layer_met3.png
Scale: 1 px per micron.
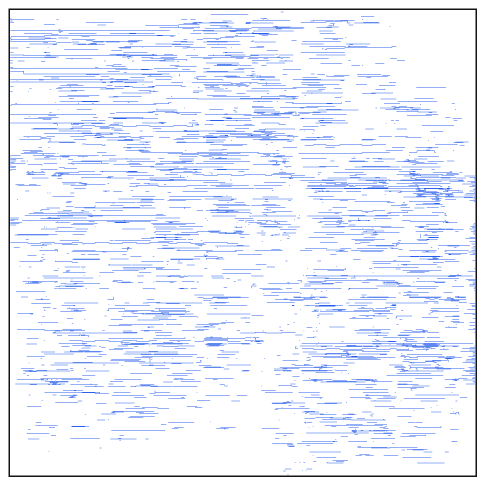
placement_by_type.png
Scale: 1 px per micron. Fill, decap, tap and diode cells in gray.
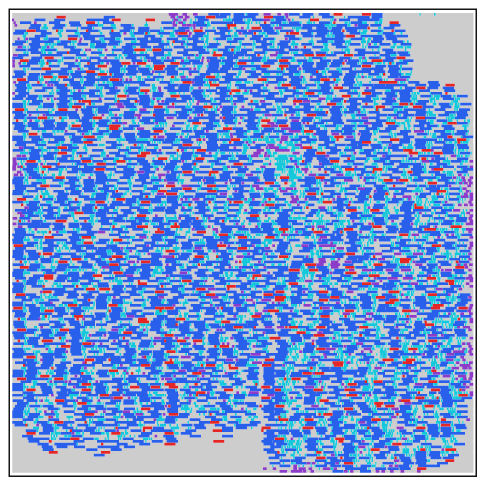
<file path="config.mk">
export PLATFORM = sky130hd
export DESIGN_NAME = icache_fill_ctrl
export DESIGN_NICKNAME = d
export VERILOG_FILES = /design/src/rtl/icache_fill_ctrl.sv
export SDC_FILE = /design/constraint.sdc
export NUM_CORES = 2
export LEC_CHECK = 0
export ABC_AREA = 1
export CORE_MARGIN = 2
export CORE_UTILIZATION = 57
export DETAILED_ROUTE_END_ITERATION = 7
export PLACE_DENSITY_LB_ADDON = 0.1
export SLEW_MARGIN = 20
export SYNTH_ARGS = -nofsm -noshare
export SYNTH_HDL_FRONTEND = slang
export SYNTH_SLANG_ARGS = --single-unit
</file>
<file path="constraint.sdc">
create_clock -name CLK -period 4.5 [get_ports CLK]
set_input_delay 0.675 -clock CLK [delete_from_list [all_inputs] [get_ports CLK]]
set_output_delay 0.675 -clock CLK [all_outputs]
set_load 0.005 [all_outputs]
</file>
<file path="src/rtl/icache_fill_ctrl.sv">
// Direct-mapped instruction cache with a word-by-word line-fill controller.
// Hits are answered combinationally. A miss stalls fetch while the line is
// refilled from backing memory over a req/ack handshake.
module icache_fill_ctrl #(
  parameter int unsigned LINES = 16,
  parameter int unsigned WORDS = 4
) (
  input  logic        CLK,
  input  logic        RESET_N,
  input  logic        FE_REQ,
  input  logic [63:0] FE_PC,
  input  logic        FLUSH,
  output logic [31:0] FE_INSTR,
  output logic        FE_HIT,
  output logic        IC_FE_MISS_STALL,
  output logic        MEM_REQ,
  output logic [63:0] MEM_ADDR,
  input  logic        MEM_ACK,
  input  logic [31:0] MEM_RDATA
);

  localparam int unsigned WW  = $clog2(WORDS);
  localparam int unsigned IW  = $clog2(LINES);
  localparam int unsigned OFF = 2 + WW;
  localparam int unsigned TW  = 64 - OFF - IW;

  typedef enum logic [1:0] {
    ST_IDLE,
    ST_FILL,
    ST_VALIDATE
  } state_t;

  state_t            state_q, state_d;
  logic [WW-1:0]     cnt_q, cnt_d;
  logic [63:0]       line_base_q, line_base_d;
  logic              flush_pend_q, flush_pend_d;
  logic [LINES-1:0]  valid_q, valid_d;

  // Tag and data arrays are not reset; validity alone qualifies their contents.
  logic [TW-1:0]     tag_mem  [LINES];
  logic [31:0]       data_mem [LINES][WORDS];

  logic              aligned;
  logic [IW-1:0]     pc_idx;
  logic [TW-1:0]     pc_tag;
  logic [WW-1:0]     pc_word;
  logic [IW-1:0]     base_idx;
  logic [TW-1:0]     base_tag;
  logic              hit;
  logic              miss;
  logic              data_we;
  logic              tag_we;

  // Address decode and hit detection for the fetch PC and the latched line.
  always_comb begin
    aligned  = (FE_PC[1:0] == 2'b00);
    pc_idx   = FE_PC[OFF+IW-1:OFF];
    pc_tag   = FE_PC[63:OFF+IW];
    pc_word  = FE_PC[OFF-1:2];
    base_idx = line_base_q[OFF+IW-1:OFF];
    base_tag = line_base_q[63:OFF+IW];
    hit      = FE_REQ & aligned & (state_q == ST_IDLE) &
               valid_q[pc_idx] & (tag_mem[pc_idx] == pc_tag);
    miss     = FE_REQ & aligned & ~hit;
  end

  // State register and controller flops.
  always_ff @(posedge CLK) begin
    if (!RESET_N) begin
      state_q      <= ST_IDLE;
      cnt_q        <= '0;
      line_base_q  <= '0;
      flush_pend_q <= 1'b0;
      valid_q      <= '0;
    end else begin
      state_q      <= state_d;
      cnt_q        <= cnt_d;
      line_base_q  <= line_base_d;
      flush_pend_q <= flush_pend_d;
      valid_q      <= valid_d;
    end
  end

  // Next-state logic: miss capture, word counting, validation and flush tracking.
  always_comb begin
    state_d      = state_q;
    cnt_d        = cnt_q;
    line_base_d  = line_base_q;
    flush_pend_d = flush_pend_q;
    valid_d      = valid_q;
    unique case (state_q)
      ST_IDLE: begin
        if (miss && !FLUSH) begin
          line_base_d = {FE_PC[63:OFF], {OFF{1'b0}}};
          cnt_d       = '0;
          state_d     = ST_FILL;
        end
      end
      ST_FILL: begin
        if (MEM_ACK) begin
          cnt_d = cnt_q + WW'(1);
          if (cnt_q == WW'(WORDS - 1)) begin
            state_d = ST_VALIDATE;
          end
        end
        if (FLUSH) begin
          flush_pend_d = 1'b1;
        end
      end
      ST_VALIDATE: begin
        valid_d[base_idx] = ~flush_pend_q;
        flush_pend_d      = 1'b0;
        state_d           = ST_IDLE;
      end
      default: begin
        state_d = ST_IDLE;
      end
    endcase
    // A flush landing in VALIDATE is absorbed here: the global clear overrides
    // the validate write, so no pending flag needs to survive into IDLE.
    if (FLUSH) begin
      valid_d = '0;
    end
  end

  // Output logic: fetch response, stall and memory request.
  always_comb begin
    FE_HIT           = hit;
    FE_INSTR         = hit ? data_mem[pc_idx][pc_word] : '0;
    IC_FE_MISS_STALL = (state_q != ST_IDLE) | miss;
    MEM_REQ          = (state_q == ST_FILL);
    MEM_ADDR         = (state_q == ST_FILL) ?
                       (line_base_q + {{(62-WW){1'b0}}, cnt_q, 2'b00}) : '0;
    data_we          = (state_q == ST_FILL) & MEM_ACK;
    tag_we           = (state_q == ST_VALIDATE);
  end

  // Line storage writes: data words as they return, tag at validation.
  always_ff @(posedge CLK) begin
    if (data_we) begin
      data_mem[base_idx][cnt_q] <= MEM_RDATA;
    end
    if (tag_we) begin
      tag_mem[base_idx] <= base_tag;
    end
  end

endmodule

</file>
==> reports/results.tsv <==
metric	value	unit
status	completed	
grt_pass1_wl	523000	microns
synth_cells	9702	
hold_buffers	0	
async_flop_share	0	%
cts.htree.levels	5	
vias	82752	
ff_count	3025	
cp_slowest_cell	clkdlybuf4s50_1	
dieArea	217000	sq um
buf_share	5.69	%
netSwitchingPower	13.1	mW
final_layout_top_logic_cell	edfxtp_1	
p_per_area	426	nW/um^2
cp-start-kind	primary input	
finalPower	60.0	mW
seq_power_share	51.4	%
drc_errors	0	
top_layer	met5	
grt_overflow	0	
clock_buffers	401	
leakage	49.8	nW
edf_count	2944	
syn_area_per_cell	12.5	sq um
combPwrFrac	5.9	%
routed_wl	358000	microns
largest_reg_flops	2048	
n_antenna_cell	9	
die_w	465	microns
placedCellCount	12575	
drt_first_pass_iters	6	
critPathKind	in -> out	
n_fill_cell	15160	
yosysTopAreaCell	edfxtp_1	
synthDistinctLibCells	33	
holdWs	0.183	ns
final_util	66.5	%
worst_ep_required_time	3.83	ns
comb_cells	5652	
dpl.hpwl	204000	microns
common_cells	2944 x edfxtp_1, 2459 x nand2_1, 819 x nand3_1	
place_congestion	0.881	
seq_share	63.9	%
skew	0.0491	ns
sh_comb_area	19.9	%
dr_wl_met3	34600	microns
finalSetupTns	0	ns
met1_length	140000	microns
initial_utilization	57.3	%
path_buffers	6	
final_cells	13152	
ys_cells	9702	
top_cell	edfxtp_1	
lay_top_cells	2944 x edfxtp_1, 2452 x nand2_1, 810 x nand3_1	
irDropWorstVdd	0.000462	V
nWellTaps	2821	
area_growth_syn_to_layout	16.1	%
worst-slew-pin-transition	1.08	ns
Back to the opening pictures, layer_met3.png:
main direction: horizontal
wire length on this layer: 34.6 mm
longest straight run: 171 microns

Back to the opening pictures, placement_by_type.png:
legend:
  blue:
    class: flops
    cells: 3025
    share_of_their_area: 66%
  cyan:
    class: combinational and other logic
    cells: 5996
    share_of_their_area: 21%
  purple:
    class: other buffers and delay cells
    cells: 747
    share_of_their_area: 5.8%
  red:
    class: clock drivers and dummy loads
    cells: 554
    share_of_their_area: 7.3%

cells by family (layout without fill, tap and decap cells):
kind of cell / after synthesis / in the layout / synth area share (%)
other: 1 / 11 / 0.00309
adders and majority gates: 4 / 4 / 0.0412
buffers and inverters: 1026 / 1645 / 3.42
DFF: 3025 / 3025 / 74.2
and+or+nand+nor: 3863 / 3863 / 12.9
AOI/OAI and AO/OA: 1783 / 1783 / 9.52
final timing paths:
check        slack [ns]                          end                   startpoint  cells past startpoint
max reg2reg        1.09    data_mem[6][23]$_DFFE_PP_      state_q[0]$_SDFFE_PN0P_                      8
min reg2reg        0.55  line_base_q[6]$_SDFFE_PN0P_  line_base_q[6]$_SDFFE_PN0P_                      2
min                0.18    data_mem[0][98]$_DFFE_PP_                 MEM_RDATA[2]                      1
max                0.04                 FE_INSTR[17]                     FE_PC[5]                     13
Power figures rest on the tool's default switching activity, not on a simulated workload.
